## src/rtl/app_stream_pkg.sv

```systemverilog
// Shared types for the app-side stream stages: word type and framing states.
package app_stream_pkg;

    localparam int WORD_W = 64;

    typedef logic [WORD_W-1:0] word_t;

    // Framing FSM: IDLE means the next pop starts a new frame.
    typedef enum logic {
        FR_IDLE     = 1'b0,
        FR_IN_FRAME = 1'b1
    } frame_state_e;

endpackage

```

## src/rtl/stream_fifo.sv

```systemverilog
// Synchronous valid/ready FIFO with one-cycle fill latency and no write-through.
module stream_fifo #(
    parameter int WIDTH     = 64,
    parameter int DEPTH_LOG = 4
) (
    input  logic             clk,
    input  logic             rst_n,
    input  logic [WIDTH-1:0] in_data,
    input  logic             in_valid,
    output logic             in_ready,
    output logic [WIDTH-1:0] out_data,
    output logic             out_valid,
    input  logic             out_ready
);

    localparam int DEPTH = 1 << DEPTH_LOG;

    logic [WIDTH-1:0]   mem [0:DEPTH-1];
    logic [DEPTH_LOG:0] wr_ptr;
    logic [DEPTH_LOG:0] rd_ptr;
    logic               ready_en;
    logic               full;
    logic               empty;
    logic               push;
    logic               pop;

    // Extra pointer MSB separates full (MSBs differ) from empty (all equal).
    assign full  = (wr_ptr[DEPTH_LOG] != rd_ptr[DEPTH_LOG]) &&
                   (wr_ptr[DEPTH_LOG-1:0] == rd_ptr[DEPTH_LOG-1:0]);
    assign empty = (wr_ptr == rd_ptr);

    // ready_en holds din_ready low through reset and for the release edge.
    assign in_ready  = ready_en && !full;
    assign out_valid = !empty;
    assign out_data  = mem[rd_ptr[DEPTH_LOG-1:0]];

    assign push = in_valid && in_ready;
    assign pop  = out_valid && out_ready;

    // Storage array; data needs no reset since out_valid gates it.
    always_ff @(posedge clk) begin
        if (push) mem[wr_ptr[DEPTH_LOG-1:0]] <= in_data;
    end

    // Pointer and ready-enable state.
    always_ff @(posedge clk or negedge rst_n) begin
        if (!rst_n) begin
            wr_ptr   <= '0;
            rd_ptr   <= '0;
            ready_en <= 1'b0;
        end else begin
            ready_en <= 1'b1;
            if (push) wr_ptr <= wr_ptr + 1'b1;
            if (pop)  rd_ptr <= rd_ptr + 1'b1;
        end
    end

endmodule

```

## src/rtl/app_out_framer.sv

```systemverilog
// Buffers the app word stream and marks every cfg_frame_words-th pop as last.
module app_out_framer
    import app_stream_pkg::*;
#(
    parameter int WORD_W    = app_stream_pkg::WORD_W,
    parameter int DEPTH_LOG = 4,
    parameter int CNT_W     = 16
) (
    input  logic              clk,
    input  logic              rst_n,
    input  logic [WORD_W-1:0] din,
    input  logic              din_valid,
    output logic              din_ready,
    input  logic [CNT_W-1:0]  cfg_frame_words,
    output logic [WORD_W-1:0] dout,
    output logic              dout_valid,
    output logic              dout_last,
    input  logic              dout_ready,
    output logic [CNT_W-1:0]  frames_done
);

    localparam logic [CNT_W-1:0] ONE = CNT_W'(1);

    frame_state_e     state_q, state_d;
    logic [CNT_W-1:0] beat_q,   beat_d;
    logic [CNT_W-1:0] len_q,    len_d;
    logic [CNT_W-1:0] frames_q, frames_d;
    logic [CNT_W-1:0] eff_len;
    logic             pop;

    stream_fifo #(
        .WIDTH     (WORD_W),
        .DEPTH_LOG (DEPTH_LOG)
    ) u_fifo (
        .clk       (clk),
        .rst_n     (rst_n),
        .in_data   (din),
        .in_valid  (din_valid),
        .in_ready  (din_ready),
        .out_data  (dout),
        .out_valid (dout_valid),
        .out_ready (dout_ready)
    );

    // A zero length would never terminate a frame, so it means one word.
    assign eff_len     = (cfg_frame_words == '0) ? ONE : cfg_frame_words;
    assign pop         = dout_valid && dout_ready;
    assign frames_done = frames_q;

    // Frame state registers.
    always_ff @(posedge clk or negedge rst_n) begin
        if (!rst_n) begin
            state_q  <= FR_IDLE;
            beat_q   <= '0;
            len_q    <= '0;
            frames_q <= '0;
        end else begin
            state_q  <= state_d;
            beat_q   <= beat_d;
            len_q    <= len_d;
            frames_q <= frames_d;
        end
    end

    // Next-state and last flag; length is latched only on a frame's first pop.
    always_comb begin
        state_d   = state_q;
        beat_d    = beat_q;
        len_d     = len_q;
        frames_d  = frames_q;
        dout_last = 1'b0;
        case (state_q)
            FR_IDLE: begin
                dout_last = dout_valid && (eff_len == ONE);
                if (pop) begin
                    if (eff_len == ONE) begin
                        frames_d = frames_q + ONE;
                    end else begin
                        len_d   = eff_len;
                        beat_d  = ONE;
                        state_d = FR_IN_FRAME;
                    end
                end
            end
            FR_IN_FRAME: begin
                dout_last = dout_valid && (beat_q == len_q - ONE);
                if (pop) begin
                    if (beat_q == len_q - ONE) begin
                        beat_d   = '0;
                        frames_d = frames_q + ONE;
                        state_d  = FR_IDLE;
                    end else begin
                        beat_d = beat_q + ONE;
                    end
                end
            end
            default: state_d = FR_IDLE;
        endcase
    end

endmodule

```

## config.mk

```make
export PLATFORM = sky130hd
export DESIGN_NAME = app_out_framer
export DESIGN_NICKNAME = d
export VERILOG_FILES = /design/src/rtl/app_stream_pkg.sv /design/src/rtl/stream_fifo.sv /design/src/rtl/app_out_framer.sv
export SDC_FILE = /design/constraint.sdc
export NUM_CORES = 1
export LEC_CHECK = 0
export ABC_AREA = 1
export CELL_PAD_IN_SITES_DETAIL_PLACEMENT = 1
export CELL_PAD_IN_SITES_GLOBAL_PLACEMENT = 1
export CORE_MARGIN = 1.5
export CORE_UTILIZATION = 55
export DETAILED_ROUTE_END_ITERATION = 16
export HOLD_SLACK_MARGIN = 0.02
export MAX_ROUTING_LAYER = met4
export PLACE_DENSITY_LB_ADDON = 0.1
export RECOVER_POWER = 25
export SYNTH_ARGS = -nofsm -noshare
export SYNTH_HDL_FRONTEND = slang
export SYNTH_SLANG_ARGS = --single-unit
```

## constraint.sdc

```tcl
create_clock -name clk -period 11.15 [get_ports clk]
set_input_delay 1.6725 -clock clk [delete_from_list [all_inputs] [get_ports clk]]
set_output_delay 1.6725 -clock clk [all_outputs]
set_load 0.05 [all_outputs]
```

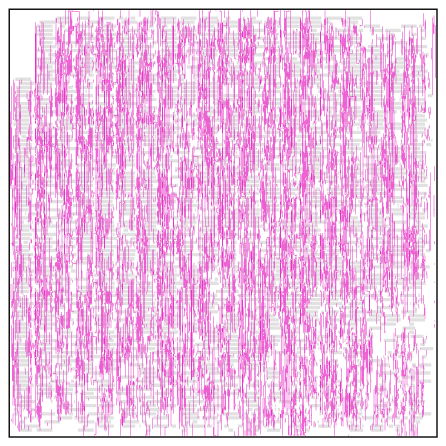
**Above:** met2 routing.
Drawn at 1.5 px/um.
3035 nets have wire on it. The wires run mostly vertical. The layer carries 61.5 mm of wire.

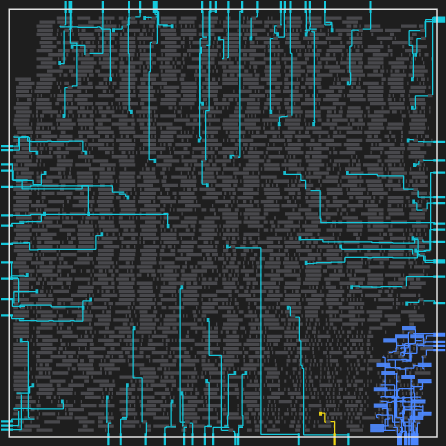
**Above:** port wiring.
Drawn at 1.5 px/um.
Key: `frames_done` = blue [direction output, edge 11 bottom, 5 right, end cells 16, buffers 16, wire 841 um]; `dout` = cyan [direction output, edge 22 top, 15 right, 15 left, 12 bottom, end cells 64, buffers 64, wire 3900 um]; `dout_last` = yellow [direction output, edge bottom, end cells 1, buffers 1, wire 22.4 um]

==> impl_metrics.tcl <==
# collected from the flow reports
set metrics [dict create \
    numSynthFlops 1084 \
    die_h_um 284.2 \
    htreeDepth 3 \
    groute.usage.overall 0.3061 \
    min_to "frames_done[13]$_DFFE_PN0P_" \
    netlist_area_mm2 0.04348 \
    reg2reg_from "u_fifo.rd_ptr[1]$_DFFE_PN0P_" \
    largest_register_ffs 1024 \
    fin_cells 4476 \
    critPathTopFamily "buffers and inverters" \
    gr-usage-met2 0.5146 \
    cts_tree "yes" \
    clk-power_mw 3.52 \
    drc_errors 0 \
    ys_warn_count 0 \
    power_density_mw_per_mm2 271.6 \
    critical_path.startpoint_type "flop" \
    combGateArea_mm2 0.01029 \
    gp_congestion 0.8434 \
    violations "max-capacitance violations, max-slew violations" \
    cts_root_buf "clkbuf_16" \
    grt_use_met3 0.03892 \
    path_buffers 3 \
    p_switching_mw 5.294 \
    synth_top_cell_by_area "edfxtp_1" \
    wl_met1_mm 48.59 \
    busiest_layer "met2" \
    ir_drop_mv 0.3247 \
    viasPerCell 6.216 \
    synth_cell_types 43 \
    post-cts-setup-buffers 0 \
    core_mm2 0.07785 \
    seqPwrFrac 0.368 \
    warnings 48 \
    drt_iter0_drc 2805 \
    grt_use_met1 0.3953 \
    comb_share 0.2078 \
    dp_hpwl_mm 61.64 \
    finalClockSkew_ns 0.02830 \
    die-area_mm2 0.08075 \
    cts_buffers 111 \
    maxCapViolCount 1 \
    drv_slew 61 \
    clockPowerShare 0.262 \
    rr_worst_depth 11 \
    cpPeakStageDelay_ns 0.99 \
    rrSetupSlack_ns 6.83 \
    critPathKind "flop to output pin" \
    status "complete, but fails checks" \
    ff_latch_area_mm2 0.03226 \
    ant_nets 0 \
    wl_mm 119.9 \
    antenna_found_initial 12 \
    p_leak_nw 16.57 \
    dpl.cell_count 4267 \
    drive_gt1_frac 0.06593 \
    intPower_mw 8.158 \
    top_logic_kind "simple AND/OR/NAND/NOR gates" \
    ys_async_sr_fraction 0.05535 \
    whs_ns 0.5213 \
    area_leaders "edfxtp_1 71%, nor2_1 5.4%, dfrtp_1 3.5%, o21ai_0 3.2%, o32ai_1 3.1%" \
    cp_max_fo 103 \
    fin_area_mm2 0.04952 \
    hold_viol_final 0 \
    seq_area_frac 0.6514 \
    io_buffers 166 \
    setup_ws_ns 4.433 \
    most_common_cell "edfxtp_1" \
    cp.arrival_ns 5.04 \
    ff_count 1084 \
    grt_pass1_vias 29407 \
    slew_headroom -1.327 \
    total_power_mw 13.45 \
    power_leader "combinational logic" \
    cts.reportedPaths.clkPinSlew_ns 0.06 \
    reg2reg_to "u_fifo.mem[3][41]$_DFFE_PP_" \
    setup_tns_ns 0 \
    dr.pass1.iters 5 \
    wl_per_cell_um 26.80 \
    syn_inst 3228 \
    fin_nets 3432 \
    clock-sinks 1084 \
    initCoreUtil 0.5585 \
    hold_depth 2 \
    pre_cts_ws_ns 5.140 \
    cp-endpoint "dout[54]" \
]
